## config.mk

```make
export PLATFORM = sky130hd
export DESIGN_NAME = temp_window_accum_flat
export DESIGN_NICKNAME = d
export VERILOG_FILES = /design/src/rtl/temp_window_accum_if.sv /design/src/rtl/temp_window_accum.sv /design/src/flat_wrapper.sv
export SDC_FILE = /design/constraint.sdc
export NUM_CORES = 1
export LEC_CHECK = 0
export ABC_AREA = 0
export CAP_MARGIN = 20
export CORE_MARGIN = 2
export CORE_UTILIZATION = 45
export CTS_CLUSTER_SIZE = 28
export DETAILED_ROUTE_END_ITERATION = 8
export HOLD_SLACK_MARGIN = 0.1
export PLACE_DENSITY = 0.68
export SLEW_MARGIN = 20
export SYNTH_ARGS = -nofsm -noshare
export SYNTH_HDL_FRONTEND = slang
export SYNTH_SLANG_ARGS = --single-unit
```

## constraint.sdc

```tcl
create_clock -name clk -period 3.8 [get_ports clk]
set_input_delay 0.95 -clock clk [delete_from_list [all_inputs] [get_ports clk]]
set_output_delay 0.95 -clock clk [all_outputs]
set_load 0.02 [all_outputs]
```

## src/rtl/temp_window_accum_if.sv

```systemverilog
// Sample stream, window control and result/handshake bundle for temp_window_accum.
// The slave modport is the accumulator side; the master modport is the sample source and result consumer.
interface temp_window_accum_if #(
    parameter int SAMPLE_W = 10,
    parameter int WIN_W    = 6
);
    logic                en;
    logic [WIN_W-1:0]    win_len;
    logic [SAMPLE_W-1:0] s_data;
    logic                s_valid;
    logic                s_ready;
    logic [15:0]         sum_o;
    logic [15:0]         cnt_o;
    logic [SAMPLE_W-1:0] min_o;
    logic [SAMPLE_W-1:0] max_o;
    logic                res_valid;
    logic                res_ack;
    logic                overrun;
    logic                clr_ovr;

    modport slave (
        input  en, win_len, s_data, s_valid, res_ack, clr_ovr,
        output s_ready, sum_o, cnt_o, min_o, max_o, res_valid, overrun
    );

    modport master (
        output en, win_len, s_data, s_valid, res_ack, clr_ovr,
        input  s_ready, sum_o, cnt_o, min_o, max_o, res_valid, overrun
    );
endinterface

```

## src/rtl/temp_window_accum.sv

```systemverilog
// Windowed sum/count/min/max of temperature samples; result registered 1 cycle after the last accept.
// s_ready follows en while collecting; an unacked result is overwritten and flagged as overrun.
module temp_window_accum #(
    parameter int SAMPLE_W = 10,
    parameter int WIN_W    = 6
) (
    input  logic                  clk,
    input  logic                  rst,
    temp_window_accum_if.slave    bus
);
    localparam int SUM_W = 16;

    typedef enum logic [0:0] {
        IDLE  = 1'b0,
        ACCUM = 1'b1
    } state_t;

    state_t              state_q, state_d;
    logic [WIN_W-1:0]    len_q, len_d;

    logic [SUM_W-1:0]    acc_sum_q, acc_sum_d;
    logic [WIN_W-1:0]    acc_cnt_q, acc_cnt_d;
    logic [SAMPLE_W-1:0] acc_min_q, acc_min_d;
    logic [SAMPLE_W-1:0] acc_max_q, acc_max_d;

    logic [SUM_W-1:0]    res_sum_q, res_sum_d;
    logic [WIN_W-1:0]    res_cnt_q, res_cnt_d;
    logic [SAMPLE_W-1:0] res_min_q, res_min_d;
    logic [SAMPLE_W-1:0] res_max_q, res_max_d;
    logic                res_vld_q, res_vld_d;
    logic                ovr_q, ovr_d;

    logic                s_rdy;
    logic                accept;
    logic                win_done;
    logic                ovr_set;
    logic [WIN_W-1:0]    len_eff;
    logic [WIN_W:0]      cnt_inc;
    logic [SUM_W-1:0]    sum_new;
    logic [SAMPLE_W-1:0] min_new;
    logic [SAMPLE_W-1:0] max_new;

    // A programmed length of 0 behaves as a single-sample window.
    assign len_eff = (bus.win_len == '0) ? WIN_W'(1) : bus.win_len;

    assign cnt_inc = {1'b0, acc_cnt_q} + (WIN_W + 1)'(1);
    assign sum_new = acc_sum_q + SUM_W'(bus.s_data);
    assign min_new = (bus.s_data < acc_min_q) ? bus.s_data : acc_min_q;
    assign max_new = (bus.s_data > acc_max_q) ? bus.s_data : acc_max_q;

    always_comb begin
        state_d   = state_q;
        len_d     = len_q;
        acc_sum_d = acc_sum_q;
        acc_cnt_d = acc_cnt_q;
        acc_min_d = acc_min_q;
        acc_max_d = acc_max_q;
        res_sum_d = res_sum_q;
        res_cnt_d = res_cnt_q;
        res_min_d = res_min_q;
        res_max_d = res_max_q;
        res_vld_d = res_vld_q;
        ovr_d     = ovr_q;
        s_rdy     = 1'b0;
        accept    = 1'b0;
        win_done  = 1'b0;
        ovr_set   = 1'b0;

        case (state_q)
            IDLE: begin
                if (bus.en) begin
                    len_d     = len_eff;
                    acc_sum_d = '0;
                    acc_cnt_d = '0;
                    acc_min_d = '1;
                    acc_max_d = '0;
                    state_d   = ACCUM;
                end
            end
            ACCUM: begin
                if (!bus.en) begin
                    // Drop the partial window; the result buffer keeps its contents.
                    acc_sum_d = '0;
                    acc_cnt_d = '0;
                    acc_min_d = '1;
                    acc_max_d = '0;
                    state_d   = IDLE;
                end else begin
                    s_rdy  = 1'b1;
                    accept = bus.s_valid;
                end
            end
            default: state_d = IDLE;
        endcase

        if (accept) begin
            win_done = (cnt_inc == {1'b0, len_q});
            if (win_done) begin
                res_sum_d = sum_new;
                res_cnt_d = cnt_inc[WIN_W-1:0];
                res_min_d = min_new;
                res_max_d = max_new;
                acc_sum_d = '0;
                acc_cnt_d = '0;
                acc_min_d = '1;
                acc_max_d = '0;
                len_d     = len_eff;
            end else begin
                acc_sum_d = sum_new;
                acc_cnt_d = cnt_inc[WIN_W-1:0];
                acc_min_d = min_new;
                acc_max_d = max_new;
            end
        end

        // An ack in the completion cycle consumes the old result, so no overrun.
        if (win_done) begin
            res_vld_d = 1'b1;
            ovr_set   = res_vld_q && !bus.res_ack;
        end else if (bus.res_ack && res_vld_q) begin
            res_vld_d = 1'b0;
        end

        if (ovr_set) begin
            ovr_d = 1'b1;
        end else if (bus.clr_ovr) begin
            ovr_d = 1'b0;
        end
    end

    always_ff @(posedge clk) begin
        if (rst) begin
            state_q   <= IDLE;
            len_q     <= '0;
            acc_sum_q <= '0;
            acc_cnt_q <= '0;
            acc_min_q <= '1;
            acc_max_q <= '0;
            res_sum_q <= '0;
            res_cnt_q <= '0;
            res_min_q <= '0;
            res_max_q <= '0;
            res_vld_q <= 1'b0;
            ovr_q     <= 1'b0;
        end else begin
            state_q   <= state_d;
            len_q     <= len_d;
            acc_sum_q <= acc_sum_d;
            acc_cnt_q <= acc_cnt_d;
            acc_min_q <= acc_min_d;
            acc_max_q <= acc_max_d;
            res_sum_q <= res_sum_d;
            res_cnt_q <= res_cnt_d;
            res_min_q <= res_min_d;
            res_max_q <= res_max_d;
            res_vld_q <= res_vld_d;
            ovr_q     <= ovr_d;
        end
    end

    assign bus.s_ready   = s_rdy;
    assign bus.sum_o     = res_sum_q;
    assign bus.cnt_o     = SUM_W'(res_cnt_q);
    assign bus.min_o     = res_min_q;
    assign bus.max_o     = res_max_q;
    assign bus.res_valid = res_vld_q;
    assign bus.overrun   = ovr_q;
endmodule

```

## src/flat_wrapper.sv

```systemverilog
// flat-port wrapper written by rule: the top's interface ports become plain ports
module temp_window_accum_flat 
#(
    parameter int SAMPLE_W = 10,
    parameter int WIN_W    = 6
)
  (clk, rst, bus_en, bus_win_len, bus_s_data, bus_s_valid, bus_res_ack, bus_clr_ovr, bus_s_ready, bus_sum_o, bus_cnt_o, bus_min_o, bus_max_o, bus_res_valid, bus_overrun);
  temp_window_accum_if #(.SAMPLE_W(SAMPLE_W), .WIN_W(WIN_W)) bus_i ();
  input  logic clk;
  input  logic rst;
  input wire logic [$bits(bus_i.en)-1:0] bus_en;
  input wire logic [$bits(bus_i.win_len)-1:0] bus_win_len;
  input wire logic [$bits(bus_i.s_data)-1:0] bus_s_data;
  input wire logic [$bits(bus_i.s_valid)-1:0] bus_s_valid;
  input wire logic [$bits(bus_i.res_ack)-1:0] bus_res_ack;
  input wire logic [$bits(bus_i.clr_ovr)-1:0] bus_clr_ovr;
  output wire logic [$bits(bus_i.s_ready)-1:0] bus_s_ready;
  output wire logic [$bits(bus_i.sum_o)-1:0] bus_sum_o;
  output wire logic [$bits(bus_i.cnt_o)-1:0] bus_cnt_o;
  output wire logic [$bits(bus_i.min_o)-1:0] bus_min_o;
  output wire logic [$bits(bus_i.max_o)-1:0] bus_max_o;
  output wire logic [$bits(bus_i.res_valid)-1:0] bus_res_valid;
  output wire logic [$bits(bus_i.overrun)-1:0] bus_overrun;
  assign bus_i.en = bus_en;
  assign bus_i.win_len = bus_win_len;
  assign bus_i.s_data = bus_s_data;
  assign bus_i.s_valid = bus_s_valid;
  assign bus_i.res_ack = bus_res_ack;
  assign bus_i.clr_ovr = bus_clr_ovr;
  assign bus_s_ready = bus_i.s_ready;
  assign bus_sum_o = bus_i.sum_o;
  assign bus_cnt_o = bus_i.cnt_o;
  assign bus_min_o = bus_i.min_o;
  assign bus_max_o = bus_i.max_o;
  assign bus_res_valid = bus_i.res_valid;
  assign bus_overrun = bus_i.overrun;
  temp_window_accum #(.SAMPLE_W(SAMPLE_W), .WIN_W(WIN_W)) u_core (.clk(clk), .rst(rst), .bus(bus_i));
endmodule
```

==> impl_metrics.yaml, run 1 <==
# flow metrics
status:
  status: "completed"
floorplan:
  tap_cells: 136
  fp.dieW_um: 108
  floorplan.core_util_pct: 46.5
  die_h_um: 108
  coreArea_mm2: 0.0104
  chip_area_mm2: 0.0116
  row_count: 37
  io-pin-count: 77
detailed_routing:
  first_pass_iters: 5
  post_drt_via_cell_ratio: 5.49
  drtAntennaViolNets: 0
  dr.first_iter.drc_count: 190
  drc_errors: 0
logic_synthesis:
  netlist_instances: 533
  ys_types: 46
  yosysTopAreaCellShare_pct: 38.6
  edf_count: 0
  ff_type: "dfxtp_1"
  yosys.area.top_type: "dfxtp_1"
  ys_cells: 533
  topCellsByArea: "dfxtp_1 39%, ha_1 7.8%, a211oi_1 5.6%, mux2i_1 5.6%, a22o_1 4.0%"
  ys_seq_share_pct: 38.6
  yosys_warnings: 0
  syn_area_per_cell_um2: 9.05
  ys_ff: 93
  async_reset_ff_share_pct: 0
  syn-cell-area_mm2: 0.00483
clock_network:
  path_clk_slew_ns: 0.09
  cts.repair.resized: 0
  clkLatencyLatePin_ns: 0.36
  clockBufferDepth: 2
  cts_buffers: 9
  tritoncts: "yes"
  cts-root-buf: "clkbuf_8"
  htree_levels: 3
  postCtsSetupBuffers: 0
  clock_sinks: 93
final_timing:
  timing.fmax_ghz: 0.291
  fin_crit_sh_pct: 90.4
  slew_violations: 0
  period_needed_ns: 3.44
  worst_slew_pin_slew_ns: 0.632
  timing_hold_violations_final: 0
  final.setup.tns_ns: 0
  rsz0062_at_grt: "no"
  maxSlewHeadroom_pct: 57.8
  hold_slack_ns: 0.464
  setup_violations: 0
cells_and_area:
  diodes: 0
  syn2layout_area_growth_pct: 20.4
  sh_comb_area_pct: 46.1
  largestClassByArea: "combinational gates"
  mi_logic_area_mm2: 0.00268
  layout-drive-gt1-share_pct: 7.31
  layout.nets: 650
  clkbuf_count: 11
  seq_cell_count: 93
  buffer_area_share_pct: 13.7
  fillers: 957
  num-multi-input-gates: 380
  signal_buffers: 83
  clk_share_pct: 3.34
worst_hold_path:
  hold_class: "reg2reg"
  holdPathStages: 2
  min_from: "u_core.bus.sum_o[6]"
  min_to: "u_core.bus.sum_o[6]"
run:
  warnings: 26
  drv_cap: 0
grt:
  grt_max_degree: 61
  grt_pass1_vias: 3863
  antenna_found_initial: 0
  grt_usage_pct: 20.8
pwr:
  peakVddDrop_v: 0.000178
setup_path:
  arrival_ns: 2.49
  end_kind: "output port"
  path_max_fanout: 4
  required_ns: 2.85
  worstSetupStartpointType: "primary input"
  r2r-start: "u_core.acc_cnt_q[0]"
  regToRegEndpoint: "u_core.bus.max_o[1]"
  r2r_cells: 8
  ff2ff_setup_slack_ns: 1.07
placement:
  gp_congestion: 0.808
  numPortBuffers: 66
run 1: per-layer routing:
metal / wire length (um) / track usage [%] / up-vias
met1: 5500 / 28.4 / 1927
met3: 450 / 4.00 / 17
met5: 0 / 0 / -
met4: 233 / 7.42 / 0
li1: - / - / 2020
met2: 5310 / 32.6 / 85
run 1: power breakdown:
part | switching (mW) | internal (mW)
combinational | 0.130 | 0.0970
sequential | 0.0103 | 0.988
clock | 0.372 | 0.280
total | 0.512 | 1.36
run 1: per-stage QoR:
step	instance area [um2]	utilization, %	total power, mW	worst slack (ns)	std cells
5_1_grt	5810	56.0	1.96	0.310	738
4_1_cts	5810	56.0	1.89	0.361	738
6_report	5810	56.0	1.88	0.364	738
3_3_place_gp	5620	54.2	1.24	0.261	722
3_5_place_dp	5620	54.2	1.25	0.229	722
2_1_floorplan	4860	-	1.17	0.937	542
run 1: synthesized netlist by cell type, types with 13 or more instances:
master	count
a211oi_1	36
a21oi_1	29
a22o_1	22
a31oi_1	15
buf_2	14
buf_4	13
dfxtp_1	93
ha_1	30
inv_1	30
mux2i_1	27
nand2_1	38
nand2b_1	26
nor2_1	41
xnor2_1	14
run 1: state kept, by name (all words and copies together) (netlist names):
register,flops
u_core.bus.res_valid,1
u_core.acc_sum_q,16
u_core.len_q,6
u_core.state_q,1
u_core.acc_min_q,10
u_core.res_cnt_q,6
u_core.acc_max_q,10
u_core.bus.min_o,10
u_core.bus.overrun,1
u_core.acc_cnt_q,6
u_core.bus.max_o,10
u_core.bus.sum_o,16
run 1: worst max-delay path: stages:
cell             delay, ns
clkdlybuf4s50_1       0.53
nand2_1               0.17
inv_1                 0.20
clkdlybuf4s50_1       0.64
run 1: cells in the final DEF (no fill, tap or decap), types with 2 or more instances in the layout:
cell / instances
xnor2_1: 14
nor2b_1: 4
o21ai_0: 10
nor2_1: 41
or2_2: 3
nand2_1: 38
o22a_1: 10
clkbuf_8: 11
nor4_1: 2
mux2i_1: 27
a31oi_1: 15
buf_4: 16
and2_1: 2
nand3_1: 10
o22ai_1: 2
dfxtp_1: 93
a22o_1: 22
xnor3_1: 2
nand4_1: 2
a21oi_1: 28
clkdlybuf4s50_1: 65
nand2b_1: 26
conb_1: 10
and4_1: 2
nor3b_1: 2
o2111ai_1: 3
a211oi_1: 36
ha_1: 30
inv_1: 30
clkinv_4: 3
o21a_1: 2
a41oi_1: 2
and3_1: 5
xor2_1: 5
a21o_1: 5
nor3_1: 6
o21bai_1: 2
run 1: logic make-up after synthesis:
group / after synthesis / synth area share [%]
xor gates and xnor gates: 21 / 4.38
buffers and inverters: 69 / 6.74
adders and majority gates: 31 / 8.19
muxes: 27 / 5.60
AOI/OAI and AO/OA: 142 / 21.2
other: 1 / 0.0777
DFF: 93 / 38.6
and+or+nand+nor: 149 / 15.2
run 1: how the worst max path moves through the flow:
stage,start,endpoint,slack [ns],cells after the start
after CTS,bus_en,bus_s_ready,0.36,4
after global routing,bus_s_data[8],u_core.acc_max_q[7],0.31,9
final,bus_en,bus_s_ready,0.36,4
after detailed placement,bus_s_data[6],u_core.acc_min_q[2],0.23,8
after global placement,bus_s_data[6],u_core.acc_min_q[2],0.26,8
after floorplan,bus_s_data[7],u_core.bus.min_o[0],0.94,8
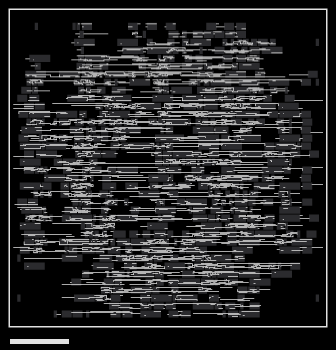
Figure 1: run 1, M1 wires.
Scale bar: 20 um. Cells faint in the background.
The layer carries 5500 um of wire. The wires run mostly horizontal. The layer holds 48% of the routed length. 606 nets have wire on it. The longest straight run is 36.8 um.
via count: 4049
met1 usage: 28.4%
total routed wirelength: 11500 um

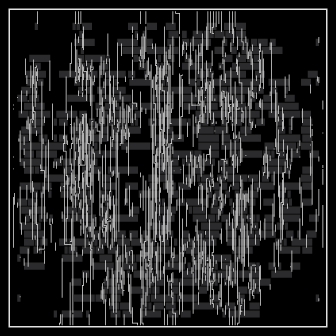
Figure 2: run 1, signal wires on met2.
Cells faint in the background.
The layer carries 5310 um of wire. The longest straight run is 45.6 um. The layer holds 46% of the routed length. The wires run mostly vertical. 551 nets have wire on it.
met2 usage: 32.6%

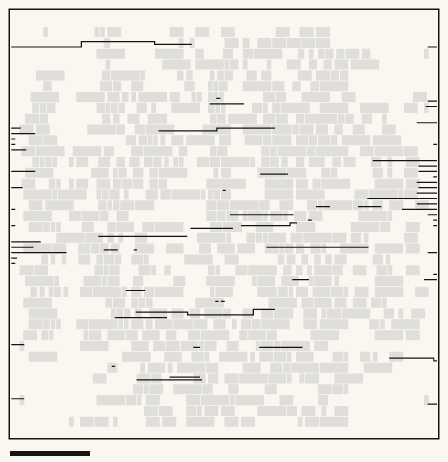
Figure 3: run 1, metal 3.
Scale bar: 20 um. Cells faint in the background.
The layer holds 3.9% of the routed length. 56 nets have wire on it. The longest straight run is 25.3 um. The wires run mostly horizontal. The layer carries 450 um of wire.
M3 GR Usage: 4.00%

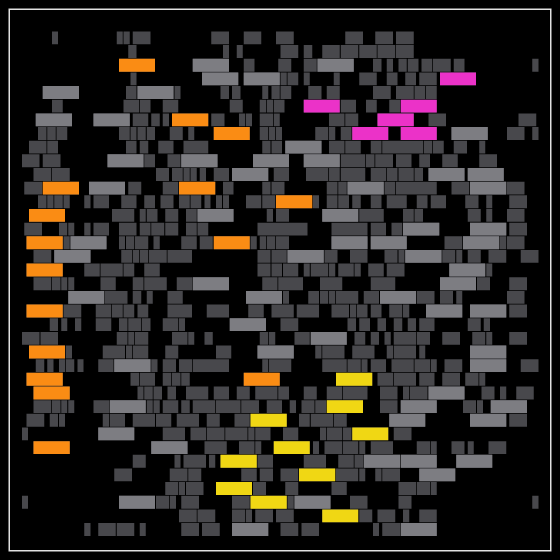
Figure 4: run 1, sequential cells colored by netlist name.
Key: `u_core.acc_min_q` = yellow [flops 10, where bottom center]; `u_core.len_q` = magenta [flops 6, where upper right]; `u_core.bus.sum_o` = orange [flops 16]
Another 61 sequential cells are not colored.
Flop+latch power: 998 uW
sequential cell area: 0.00186 mm2

==> run 2: changes to the inputs <==
--- a/config.mk
+++ b/config.mk
@@ -8,11 +8,11 @@
 export ABC_AREA = 0
 export CAP_MARGIN = 20
 export CORE_MARGIN = 2
-export CORE_UTILIZATION = 45
+export CORE_UTILIZATION = 47
 export CTS_CLUSTER_SIZE = 28
 export DETAILED_ROUTE_END_ITERATION = 8
 export HOLD_SLACK_MARGIN = 0.1
-export PLACE_DENSITY = 0.68
+export PLACE_DENSITY = 0.7
 export SLEW_MARGIN = 20
 export SYNTH_ARGS = -nofsm -noshare
 export SYNTH_HDL_FRONTEND = slang
==> constraint.sdc (replaced) <==
create_clock -name clk -period 3.7 [get_ports clk]
set_input_delay 0.925 -clock clk [delete_from_list [all_inputs] [get_ports clk]]
set_output_delay 0.925 -clock clk [all_outputs]
set_load 0.02 [all_outputs]
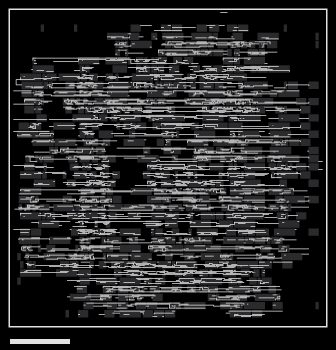
Figure 5: run 2, M1 wires.
Scale bar: 20 um. Cells faint in the background.
593 nets have wire on it. The wires run mostly horizontal. The longest straight run is 33.1 um. The layer carries 5520 um of wire. The layer holds 48% of the routed length.
via count: 4018
met1 usage: 29.4%

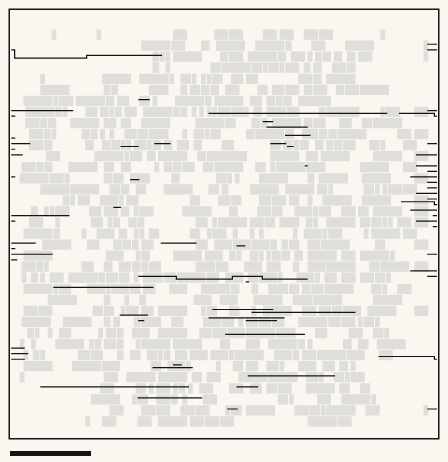
Figure 6: run 2, metal 3.
Scale bar: 20 um. Cells faint in the background.
The longest straight run is 43.7 um. 62 nets have wire on it. The layer carries 548 um of wire. The layer holds 4.8% of the routed length.
M3 GR Usage: 3.03%
total routed wirelength: 11500 um

==> run 2 against run 1 <==
Via count fell by 0.77%. Total power increased by 3.1%. Sequential power is essentially flat. Synthesized cell count is the same. Highest routed layer unchanged. Combinational power up 6%. Final cell count up 0.41%. Largest power group unchanged. Non-clock buffer count increased by 6. Clock-buffer cell count increased by 1. Critical path type unchanged. Sequential cell count unchanged. Wire length about the same.
==> impl_metrics.yaml, run 2 <==
# flow metrics
status:
  status: "completed"
logic_synthesis:
  ys_seq_share_pct: 38.6
  topCombFamilyByArea: "AND-OR/OR-AND gates"
  fa_ha_area_share_pct: 8.19
  most_common_cell: "dfxtp_1"
  syn-cell-area_mm2: 0.00483
  yosys_warnings: 0
  xor_share_pct: 4.38
  ff_type: "dfxtp_1"
  ys_sh_mux_pct: 5.60
  top_cells_by_count: "93 x dfxtp_1, 41 x nor2_1, 38 x nand2_1, 36 x a211oi_1"
  ys_cells: 533
  yosysTopAreaCellShare_pct: 38.6
  ys_ff: 93
  async_reset_ff_share_pct: 0
  ys_sh_simple_pct: 15.2
  topCellsByArea: "dfxtp_1 39%, ha_1 7.8%, a211oi_1 5.6%, mux2i_1 5.6%, a22o_1 4.0%"
  ys_sh_aoi_pct: 21.2
  netlist_instances: 533
  ys_types: 46
  edf_count: 0
  yosys.area.top_type: "dfxtp_1"
  syn_area_per_cell_um2: 9.05
clock_network:
  clockBufferDepth: 2
  cts_buffers: 9
  clkLatencyLatePin_ns: 0.37
  postCtsSetupBuffers: 0
  cts.repair.resized: 0
  clock_sinks: 93
  cts-root-buf: "clkbuf_8"
  path_clk_slew_ns: 0.09
  htree_levels: 3
  tritoncts: "yes"
cells_and_area:
  layout_top_cells: "93 x dfxtp_1, 65 x clkdlybuf4s50_1, 41 x nor2_1"
  syn2layout_area_growth_pct: 21.6
  layout-drive-gt1-share_pct: 8.22
  instances_no_fill: 741
  lay_top_count: "dfxtp_1"
  layout.nets: 656
  diodes: 0
placement:
  hpwl_um: 8570
  gp_congestion: 0.911
  numPortBuffers: 66
  place_ws_ns: 0.179
  placed_cells: 725
grt:
  grt_overflow: 0
  grt_max_degree: 49
  grt.busiest_layer: "met2"
  grt_pass1_vias: 3721
  grt_usage_pct: 21.2
  antenna_found_initial: 0
  grt_util_met2_pct: 33.5
worst_hold_path:
  hold_class: "reg2reg"
  holdPathStages: 2
detailed_routing:
  first_pass_iters: 5
  dr.first_iter.drc_count: 151
  drc_errors: 0
  post_drt_via_cell_ratio: 5.42
  drtAntennaViolNets: 0
setup_path:
  r2r_cells: 8
  path_max_fanout: 4
  end_kind: "output port"
  required_ns: 2.77
  arrival_ns: 2.41
  worstSetupStartpointType: "primary input"
pwr:
  peakVddDrop_v: 0.000159
  pwr_density_cell_mw_per_mm2: 330
floorplan:
  floorplan.core_util_pct: 48.9
  fp.dieW_um: 105
  row_count: 36
  chip_area_mm2: 0.0111
  io-pin-count: 77
  coreArea_mm2: 0.00986
  die_h_um: 105
run:
  warnings: 26
  drv_cap: 0
final_timing:
  final.setup.tns_ns: 0
  rsz0062_at_grt: "no"
  timing_hold_violations_final: 0
  timing.fmax_ghz: 0.299
  postLayoutSetupSlackWorst_ns: 0.361
  setup_violations: 0
  maxSlewHeadroom_pct: 62.0
  hold_slack_ns: 0.460
  fin_crit_sh_pct: 90.3
  period_needed_ns: 3.34
  worst_slew_pin_slew_ns: 0.570
  slew_violations: 0
==> run 2: layout make-up <==
class                      count  area [um2]
fill                         876        4000
timing repair buffer          89         853
clock buffer                  12         165
clock inverter                 4        30.0
tap                          133         166
sequential                    93        1860
inverter                      30         113
multi-input combinational    380        2680
==> run 2: per-stage QoR <==
step                power [mW]  utilization [%]  area, um2
floorplan                 1.20                -       4860
global placement          1.28             57.5       5670
detailed placement        1.29             57.5       5670
CTS                       1.95             59.5       5870
global route              2.02             59.5       5870
finish                    1.94             59.5       5870
==> run 2: logic make-up after synthesis <==
group / Yosys count
other cells: 1
xor+xnor: 21
fa+ha+maj: 31
mux: 27
buf+inv: 69
simple gates: 149
flops: 93
compound gates: 142
==> run 2: path summary, 6_finish.rpt <==
path	startpoint	endpoint	slack, ns
max reg2reg	u_core.acc_cnt_q[0]	u_core.bus.max_o[3]	0.97
min reg2reg	u_core.bus.sum_o[10]	u_core.bus.sum_o[10]	0.46
min	u_core.bus.sum_o[10]	u_core.bus.sum_o[10]	0.46
max	bus_en	bus_s_ready	0.36
==> run 2: worst max-delay path, cell delays in order <==
cell	delay, ns
clkdlybuf4s50_1	0.52
nand2_1	0.15
inv_1	0.19
clkdlybuf4s50_1	0.63
==> run 2: per-layer routing <==
metal	up-vias	wire length [um]
met5	-	0
met4	0	190
met3	13	547
met2	95	5240
met1	1886	5520
li1	2024	-
==> run 2: power breakdown <==
part / switching, mW / internal, mW / total, mW
Clock: 0.366 / 0.302 / 0.669
Combinational: 0.136 / 0.105 / 0.241
Sequential: 0.0109 / 1.01 / 1.03
No activity file was given, so power comes from the tool's default toggle rates.
